==> run_1/layer_met1.png <==
Scale bar: 10 µm.
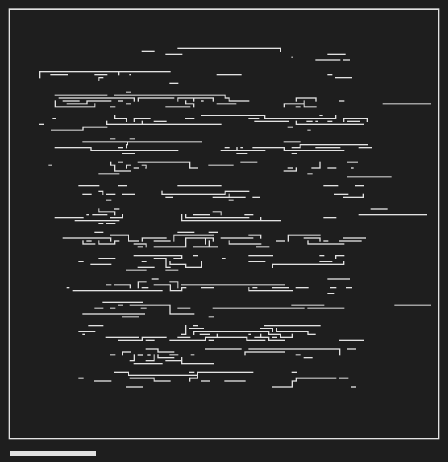
==> run_1/metal_density.png <==
Scale bar: 10 µm. 10 x 10 tiles, from black (low) to pale yellow (high), scaled to the fullest tile. Values are wire area over tile area, all layers added.
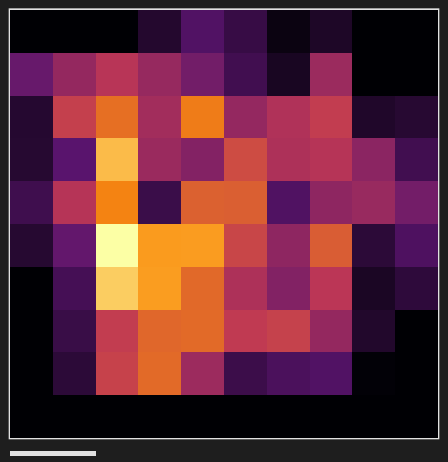
==> run_1/layer_met2.png <==
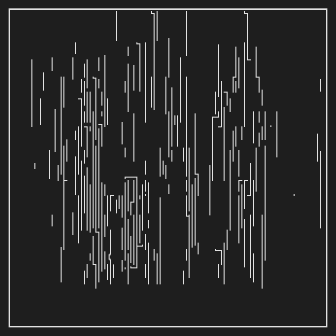
**src/rtl/multiple_of_n_serial.sv**
```systemverilog
// multiple_of_n_serial: serial MSB-first word checker for divisibility by N_A and N_B.
// Running remainders are updated per accepted bit with one conditional subtract each.
`default_nettype none

module multiple_of_n_serial #(
  parameter int WIDTH = 6,
  parameter int N_A   = 3,
  parameter int N_B   = 5
) (
  input  logic                       clk,
  input  logic                       reset,
  input  logic                       start,
  input  logic                       bit_in,
  input  logic                       bit_valid,
  output logic                       busy,
  output logic                       done,
  output logic                       ma,
  output logic                       mb,
  output logic [$clog2(N_A)-1:0]     rem_a,
  output logic [$clog2(N_B)-1:0]     rem_b
);

  localparam int RA = $clog2(N_A);
  localparam int RB = $clog2(N_B);
  localparam int CW = $clog2(WIDTH + 1);

  localparam logic [RA:0]   NA_W = (RA + 1)'(N_A);
  localparam logic [RB:0]   NB_W = (RB + 1)'(N_B);
  localparam logic [CW-1:0] LAST = CW'(WIDTH - 1);

  typedef enum logic [1:0] {
    IDLE  = 2'd0,
    SHIFT = 2'd1,
    DONE  = 2'd2
  } state_t;

  state_t          state, state_n;
  logic [RA-1:0]   ra, ra_n;
  logic [RB-1:0]   rb, rb_n;
  logic [CW-1:0]   cnt, cnt_n;
  logic            load;

  logic [RA:0]     ext_a, sub_a;
  logic [RB:0]     ext_b, sub_b;
  logic [RA-1:0]   step_a;
  logic [RB-1:0]   step_b;

  // 2*r + bit is always below 2*N, so one subtract brings it back into range.
  always_comb begin
    ext_a  = {ra, bit_in};
    ext_b  = {rb, bit_in};
    sub_a  = ext_a - NA_W;
    sub_b  = ext_b - NB_W;
    step_a = (ext_a >= NA_W) ? sub_a[RA-1:0] : ext_a[RA-1:0];
    step_b = (ext_b >= NB_W) ? sub_b[RB-1:0] : ext_b[RB-1:0];
  end

  always_comb begin
    state_n = state;
    ra_n    = ra;
    rb_n    = rb;
    cnt_n   = cnt;
    load    = 1'b0;
    case (state)
      IDLE: begin
        if (start) begin
          state_n = SHIFT;
          ra_n    = '0;
          rb_n    = '0;
          cnt_n   = '0;
        end
      end
      SHIFT: begin
        if (start) begin
          ra_n  = '0;
          rb_n  = '0;
          cnt_n = '0;
        end else if (bit_valid) begin
          ra_n  = step_a;
          rb_n  = step_b;
          cnt_n = cnt + CW'(1);
          if (cnt == LAST) begin
            state_n = DONE;
            load    = 1'b1;
          end
        end
      end
      DONE: begin
        if (start) begin
          state_n = SHIFT;
          ra_n    = '0;
          rb_n    = '0;
          cnt_n   = '0;
        end else begin
          state_n = IDLE;
        end
      end
      default: state_n = IDLE;
    endcase
  end

  always_ff @(posedge clk) begin
    if (reset) begin
      state <= IDLE;
      ra    <= '0;
      rb    <= '0;
      cnt   <= '0;
      ma    <= 1'b0;
      mb    <= 1'b0;
      rem_a <= '0;
      rem_b <= '0;
    end else begin
      state <= state_n;
      ra    <= ra_n;
      rb    <= rb_n;
      cnt   <= cnt_n;
      if (load) begin
        rem_a <= step_a;
        rem_b <= step_b;
        ma    <= (step_a == '0);
        mb    <= (step_b == '0);
      end
    end
  end

  assign busy = (state == SHIFT);
  assign done = (state == DONE);

endmodule

`default_nettype wire

```
**config.mk**
```make
export PLATFORM = sky130hd
export DESIGN_NAME = multiple_of_n_serial
export DESIGN_NICKNAME = d
export VERILOG_FILES = /design/src/rtl/multiple_of_n_serial.sv
export SDC_FILE = /design/constraint.sdc
export NUM_CORES = 1
export LEC_CHECK = 0
export ABC_AREA = 1
export CORE_MARGIN = 3
export CORE_UTILIZATION = 45
export CTS_CLUSTER_SIZE = 16
export DETAILED_ROUTE_END_ITERATION = 7
export PLACE_DENSITY = 0.69
export SYNTH_ARGS = -nofsm -noshare
export SYNTH_HDL_FRONTEND = slang
export SYNTH_SLANG_ARGS = --single-unit
```
**constraint.sdc**
```tcl
create_clock -name clk -period 1.56 [get_ports clk]
set_input_delay 0.312 -clock clk [delete_from_list [all_inputs] [get_ports clk]]
set_output_delay 0.312 -clock clk [all_outputs]
set_load 0.1 [all_outputs]
```
==> out/qor.csv, run 1 <==
metric;value;unit
mux share;0;
flip-flop and latch area;340;µm²
number of max-cap violations;0;
Synth Warn #;0;
aoi share;0.159;
Yosys top cell by area;dfxtp_1;
WHS;0.452;ns
Synth Flop Type;dfxtp_1;
net switching power;0.200;mW
fin cells;168;
fill count;175;
Crit. End Element;output pin;
post-synthesis cell area;866;µm²
endpoints failing hold;0;
hold_buf cts;0;
P per Cell Area;653;nW/µm²
Int Pwr;0.574;mW
drt initial violations;11;
crit path kind;flip-flop to output pin;
Dominant comb cell;simple AND/OR/NAND/NOR gates;
Cell Type Count;23;
ys async rst share;0;
CTS Buf Count;3;
Worst-Margin Slew;0.288;ns
Floorplan Nets;131;
post-CTS sizing;0;
# nets final;154;
Avg Cell Area, Syn;7.16;µm²
vias in the first global route;851;
port bufs;13;
Max clock buf depth;2;
clk pwr;0.230;mW
Hold Path Cell Cnt;4;
stage-log warning count;28;
top power group;sequential cells;
CTS tree;built;
simple share;0.272;
status;finished, final reports clean;
std cell rows;15;
largest net degree at the start of global routing;11;
# diodes;0;
setup TNS;0;ns
placed insts;164;
CTS HTree Levels;1;
Lkg Pwr;0.510;nW
worst hold path endpoint;ra[0];
Final HPWL DP;1510;µm
Post-Syn Instances;121;
Clk Latency, worst-skew pair;0.29;ns
-- layer_met1.png (at the start) --
nets with wire on the layer	137
main direction	horizontal
longest straight run	15.2 µm
wire length on this layer	737 µm
grt met1 use: 0.197
drt total wl: 1800 µm
via count: 831

-- metal_density.png (at the start) --
tiles over half the peak	24%
densest ninth of the die	center
fullest tile	0.38
emptiest ninth of the die	lower right
nearly empty tiles	23%
GRT Util Overall: 0.172
drt wl/cell: 10.7 µm

-- layer_met2.png (at the start) --
share of all routed wire	53%
longest straight run	18.4 µm
nets with wire on the layer	129
M2 GR Usage: 0.304

==> run 1: cells in the final DEF (no fill, tap or decap), types with 2 or more instances in the layout <==
| cell | synthesis | routed |
|---|---|---|
| buf_12 | 0 | 9 |
| o21ai_0 | 4 | 3 |
| nand4_1 | 2 | 2 |
| nor2_4 | 2 | 2 |
| clkbuf_4 | 0 | 3 |
| inv_1 | 18 | 18 |
| o21ai_1 | 2 | 3 |
| nor2_1 | 11 | 10 |
| inv_2 | 2 | 2 |
| nor2_2 | 1 | 2 |
| ha_1 | 5 | 5 |
| nand3_1 | 5 | 5 |
| nand2_1 | 31 | 31 |
| a21oi_1 | 11 | 11 |
| clkdlybuf4s50_1 | 0 | 3 |
| dfxtp_1 | 17 | 17 |
| buf_4 | 0 | 7 |
==> run 1: how the worst max path moves through the flow <==
stage	start	to	slack (ns)	depth (start not counted)
floorplan	state[1]	done	0.10	2
global placement	bit_in	mb	-0.21	11
detailed placement	bit_in	mb	-0.30	11
CTS	bit_in	mb	0.03	11
global route	cnt[0]	rem_b[0]	0.005	8
finish	state[0]	busy	0.13	3
==> run 1: worst max-delay path, cell delays in order (launching register included) <==
cell and delay, ns:
dfxtp_1 0.41, nand2_2 0.11, inv_1 0.13, buf_12 0.18
==> run 1: area by class of cell <==
type,count,area share
clock inverters,1,0.00421
clock buffers,3,0.0190
well taps,25,0.0263
multi-input cells,82,0.369
repair buffers,20,0.232
inverters,20,0.0632
flip-flops and latches,17,0.287
==> run 1: layer usage <==
metal | track usage | part of all wire | up-vias
met3 | 0.0363 | 0.044 | 2
met2 | 0.304 | 0.53 | 17
met4 | 0.0737 | 0.011 | 0
met5 | 0 | 0 | -
li1 | - | - | 431
met1 | 0.197 | 0.41 | 381
==> run 2, diff against run 1 <==
--- a/config.mk
+++ b/config.mk
@@ -8,9 +8,10 @@
 export ABC_AREA = 1
 export CORE_MARGIN = 3
 export CORE_UTILIZATION = 45
-export CTS_CLUSTER_SIZE = 16
+export CTS_CLUSTER_SIZE = 20
 export DETAILED_ROUTE_END_ITERATION = 7
 export PLACE_DENSITY = 0.69
+export SLEW_MARGIN = 40
 export SYNTH_ARGS = -nofsm -noshare
 export SYNTH_HDL_FRONTEND = slang
 export SYNTH_SLANG_ARGS = --single-unit
==> run 2 against run 1 <==
Synthesized cell count unchanged. Clock skew unchanged. Global-route usage unchanged. First-iteration DRC count unchanged. Combinational power about the same. Register-to-register slack about the same. Clock power about the same. Synthesized area unchanged. Worst setup slack unchanged. Die size unchanged. Critical path type unchanged. Critical endpoint unchanged.
==> out/qor.csv, run 2 <==
metric;value;unit;change
port bufs;13;;unchanged
Floorplan Nets;131;;unchanged
stage-log warning count;28;;unchanged
GRT Util Overall;0.172;;unchanged
drt total wl;1800;µm;unchanged
Yosys top cell by area;dfxtp_1;;unchanged
placed insts;164;;unchanged
Crit. End Element;output pin;;unchanged
Top Layout Cells;nand2_1 (31), inv_1 (18), dfxtp_1 (17);;unchanged
M1 wire length;737;µm;unchanged
Clk Latency, worst-skew pair;0.29;ns;about the same
Max clock buf depth;2;;unchanged
worst-path cell chain;nand2_2, inv_1, buf_12;;unchanged
ys async rst share;0;;unchanged
Synth Flop Type;dfxtp_1;;unchanged
Synth Warn #;0;;unchanged
Dominant comb cell;simple AND/OR/NAND/NOR gates;;unchanged
Final HPWL DP;1510;µm;unchanged
std cell rows;15;;unchanged
Worst-Margin Slew;0.288;ns;unchanged
Crit path largest cell delay;0.41;ns;about the same
post-synthesis cell area;866;µm²;unchanged
Met3 Routed Length;79;µm;unchanged
largest net degree at the start of global routing;11;;unchanged
Cell Type Count;23;;unchanged
fin cells;168;;unchanged
post-CTS sizing;0;;unchanged
endpoints failing hold;0;;unchanged
aoi share;0.159;;unchanged
Avg Cell Area, Syn;7.16;µm²;unchanged
hold_buf cts;0;;unchanged
CTS Buf Count;3;;unchanged
Lkg Pwr;0.510;nW;unchanged
drt initial violations;11;;unchanged
worst hold path endpoint;ra[0];;unchanged
top logic cell by instance count in the layout;nand2_1;;unchanged
Hold Path Cell Cnt;4;;unchanged
status;finished, final reports clean;;unchanged
P per Cell Area;653;nW/µm²;unchanged
top layer in use;met4;;unchanged
worst path bufs/invs;2;;unchanged
fill count;175;;unchanged
# diodes;0;;unchanged
## run 2: cell counts after synthesis
Identical to the previous run, type by type.
## run 2: report_power, final
| group | leakage (nW) | switching (mW) | internal, mW |
|---|---|---|---|
| Combinational | 0.355 | 0.0617 | 0.0409 |
| Clock | 0.0177 | 0.134 | 0.0953 |
| Sequential | 0.137 | 0.00448 | 0.438 |
| Total | 0.510 | 0.200 | 0.574 |
## run 2: worst max-delay path by stage
stage | startpoint | to | slack, ns | cells past startpoint
finish | state[0] | busy | 0.13 | 3
global route | cnt[0] | rem_b[0] | 0.005 | 8
CTS | bit_in | mb | 0.03 | 11
detailed placement | bit_in | mb | -0.30 | 11
global placement | bit_in | mb | -0.21 | 11
floorplan | state[1] | done | 0.10 | 2
## run 2: area by class of cell
type                    count  area (µm²)  share of cell area
clock buffers               3        22.5              0.0190
flip-flops and latches     17         340               0.287
repair buffers             20         275               0.232
multi-input cells          82         438               0.369
clock inverters             1        5.00             0.00421
well taps                  25        31.3              0.0263
inverters                  20        75.1              0.0632
## run 2: worst reg2reg max path, delay by kind of cell, from the launching register on
family / cells / cell delay (ns)
DFF: 1 / 0.38
buffers and inverters: 2 / 0.24
AOI/OAI and AO/OA: 1 / 0.14
adders and majority gates: 1 / 0.17
and+or+nand+nor: 4 / 0.42
## run 2: stage by stage
step	TNS, ns	total power [mW]	hold WS [ns]	setup slack (ns)
floorplan	0	0.510	0.385	0.101
global placement	-1.43	0.554	0.453	-0.212
detailed placement	-2.28	0.557	0.465	-0.301
CTS	0	0.789	0.478	0.0255
global route	0	0.818	0.483	0.00549
finish	0	0.775	0.452	0.128
## run 2: routing by layer
layer	track usage	up-vias
li1	-	431
met3	0.0363	2
met5	0	-
met1	0.197	381
met2	0.304	17
met4	0.0737	0
==> run_2/cell_density.png <==
Scale bar: 10 µm. 10 x 10 tiles, from black (low) to pale yellow (high), 0 to 100% covered.
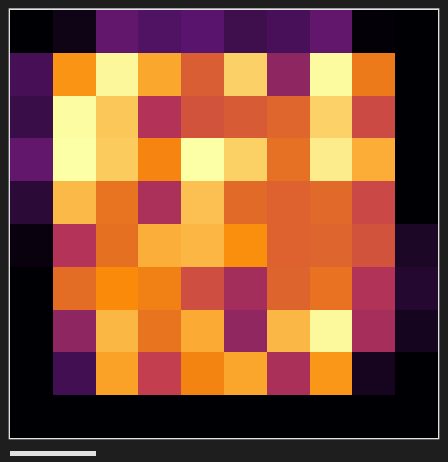
fullest tile	100%
mean over tiles	47%
nearly empty tiles	21%
tiles over 75% full	26%
densest ninth of the die	center
fp util: 0.491
Final Util: 0.673
core region area: 1760 µm²

==> run_2/layer_met1.png <==
Scale bar: 10 µm.
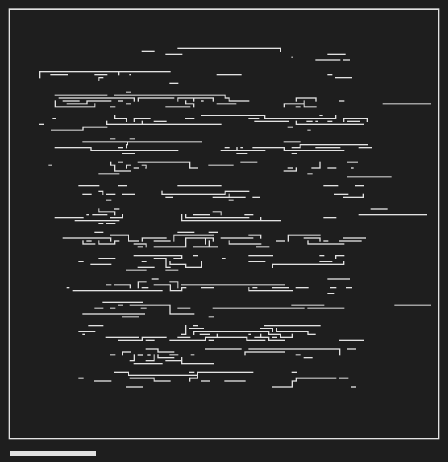
wire length on this layer	737 µm
nets with wire on the layer	137

==> run_2/metal_density.png <==
Scale bar: 10 µm. 10 x 10 tiles, from black (low) to pale yellow (high), scaled to the fullest tile. Values are wire area over tile area, all layers added.
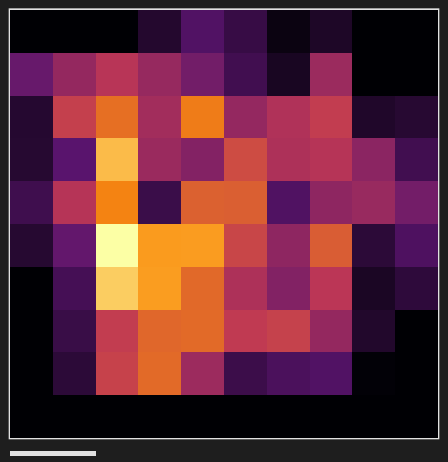
mean over tiles	0.11
densest ninth of the die	center
nearly empty tiles	23%
fullest tile	0.38
tiles over half the peak	24%

==> run 3, diff against run 2 <==
--- a/config.mk
+++ b/config.mk
@@ -10,6 +10,7 @@
 export CORE_UTILIZATION = 45
 export CTS_CLUSTER_SIZE = 20
 export DETAILED_ROUTE_END_ITERATION = 7
+export GPL_TIMING_DRIVEN = 1
 export PLACE_DENSITY = 0.69
 export SLEW_MARGIN = 40
 export SYNTH_ARGS = -nofsm -noshare
==> run 3 against run 2 <==
Synthesized area stayed put. Synthesized cell count stayed put. Global-route usage stayed put. Routed wire length stayed put. Sequential power hardly changed. Largest power group unchanged. Critical path type unchanged.
==> out/qor.csv, run 3 <==
metric;value;unit;change
status;finished, final reports clean;;unchanged
hold_buf cts;0;;unchanged
P per Cell Area;653;nW/µm²;unchanged
Met3 Routed Length;79;µm;unchanged
Crit path largest cell delay;0.41;ns;about the same
port bufs;13;;unchanged
slack of the critical path;0.128;ns;unchanged
worst-path cell chain;nand2_2, inv_1, buf_12;;unchanged
crit path kind;flip-flop to output pin;;unchanged
Synth Warn #;0;;unchanged
number of max-cap violations;0;;unchanged
Final HPWL DP;1510;µm;unchanged
Worst-Margin Slew;0.288;ns;unchanged
met2 wire len;958;µm;unchanged
logic area;438;µm²;unchanged
drt initial violations;11;;unchanged
drt wl/cell;10.7;µm;unchanged
drt total wl;1800;µm;unchanged
setup TNS;0;ns;unchanged
# diodes;0;;unchanged
post-synthesis cell area;866;µm²;unchanged
ys async rst share;0;;unchanged
Clk Latency, worst-skew pair;0.29;ns;about the same
WHS;0.452;ns;unchanged
flip-flop and latch area;340;µm²;unchanged
Crit. End Element;output pin;;unchanged
core region area;1760;µm²;unchanged
M1 wire length;737;µm;unchanged
crit path launch;state[0];;unchanged
std cell rows;15;;unchanged
CTS Buf Count;3;;unchanged
Slowest-stage cell, CP;dfxtp_1;;unchanged
Top Layout Cells;nand2_1 (31), inv_1 (18), dfxtp_1 (17);;unchanged
top logic cell by instance count in the layout;nand2_1;;unchanged
fp util;0.491;;unchanged
Floorplan Nets;131;;unchanged
Max clock buf depth;2;;unchanged
DP Worst Slack;-0.301;ns;unchanged
Synth Flop Type;dfxtp_1;;unchanged
worst path bufs/invs;2;;unchanged
largest net degree at the start of global routing;11;;unchanged
total power;0.775;mW;unchanged
vias in the first global route;851;;unchanged
top layer in use;met4;;unchanged
Cell Type Count;23;;unchanged
Synth Seq Share;0.393;;unchanged
CTS HTree Levels;1;;unchanged
Yosys top cell by area;dfxtp_1;;unchanged
via count;831;;unchanged
fill count;175;;unchanged
Avg Cell Area, Syn;7.16;µm²;unchanged
# nets final;154;;unchanged
[run 3: cell counts after synthesis]
Identical to the previous run, type by type.
[run 3: final timing paths]
kind	to	slack (ns)	cells after the start
min reg2reg	rb[2]	0.48	2
max reg2reg	rem_b[2]	0.15	8
min	ra[0]	0.45	4
max	busy	0.13	3
[run 3: area by class of cell]
| cell class | count | share of cell area |
|---|---|---|
| clock buffer | 3 | 0.0190 |
| sequential | 17 | 0.287 |
| multi-input combinational | 82 | 0.369 |
| clock inverter | 1 | 0.00421 |
| tap | 25 | 0.0263 |
| timing repair buffer | 20 | 0.232 |
| inverter | 20 | 0.0632 |
[run 3: cells by family after synthesis]
family | after synthesis | synth area share
AOI/OAI and AO/OA | 23 | 0.159
buffers and inverters | 22 | 0.104
and+or+nand+nor | 54 | 0.272
adders and majority gates | 5 | 0.0723
DFF | 17 | 0.393
[run 3: power breakdown]
part / internal (mW) / leakage [nW] / switching [mW]
Sequential: 0.438 / 0.137 / 0.00448
Combinational: 0.0409 / 0.355 / 0.0617
Clock: 0.0953 / 0.0177 / 0.134
[run 3: routing by layer]
layer	global-route usage	up-vias
met5	0	-
met2	0.304	17
met4	0.0737	0
met1	0.197	381
met3	0.0363	2
li1	-	431
[run 3: worst reg2reg max path, delay by kind of cell, from the launching register on]
family | cells | cell delay [ns]
fa+ha+maj | 1 | 0.17
flops | 1 | 0.38
compound gates | 1 | 0.14
simple gates | 4 | 0.42
buf+inv | 2 | 0.24
[run 3: through the flow]
stage | instances | util
4_1_cts | 168 | 0.672
3_5_place_dp | 164 | 0.656
5_1_grt | 168 | 0.673
6_report | 168 | 0.673
3_3_place_gp | 164 | 0.656
2_1_floorplan | 121 | -
[run 3: what timing repair did]
action | CTS | global route
gates resized | 0 | 2
setup buffers | 0 | 0
setup endpoints to repair | 0 | 7
==> run_3/metal_density.png <==
Scale bar: 10 µm. 10 x 10 tiles, from black (low) to pale yellow (high), scaled to the fullest tile. Values are wire area over tile area, all layers added.
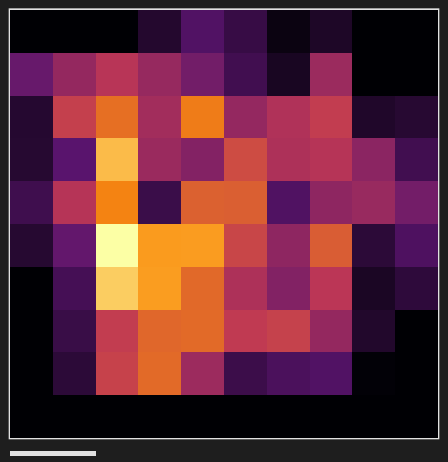
mean over tiles	0.11
densest ninth of the die	center
fullest tile	0.38
tiles over half the peak	24%
emptiest ninth of the die	lower right

==> run_3/cell_density.png <==
Scale bar: 10 µm. 10 x 10 tiles, from black (low) to pale yellow (high), 0 to 100% covered.
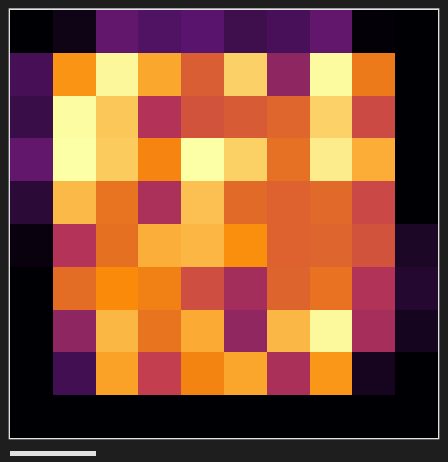
tiles over 75% full	26%
nearly empty tiles	21%
densest ninth of the die	center
mean over tiles	47%

==> run_3/layer_met2.png <==
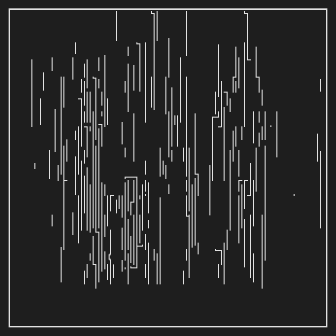
main direction	vertical
nets with wire on the layer	129

No activity file was given, so power comes from the tool's default toggle rates.
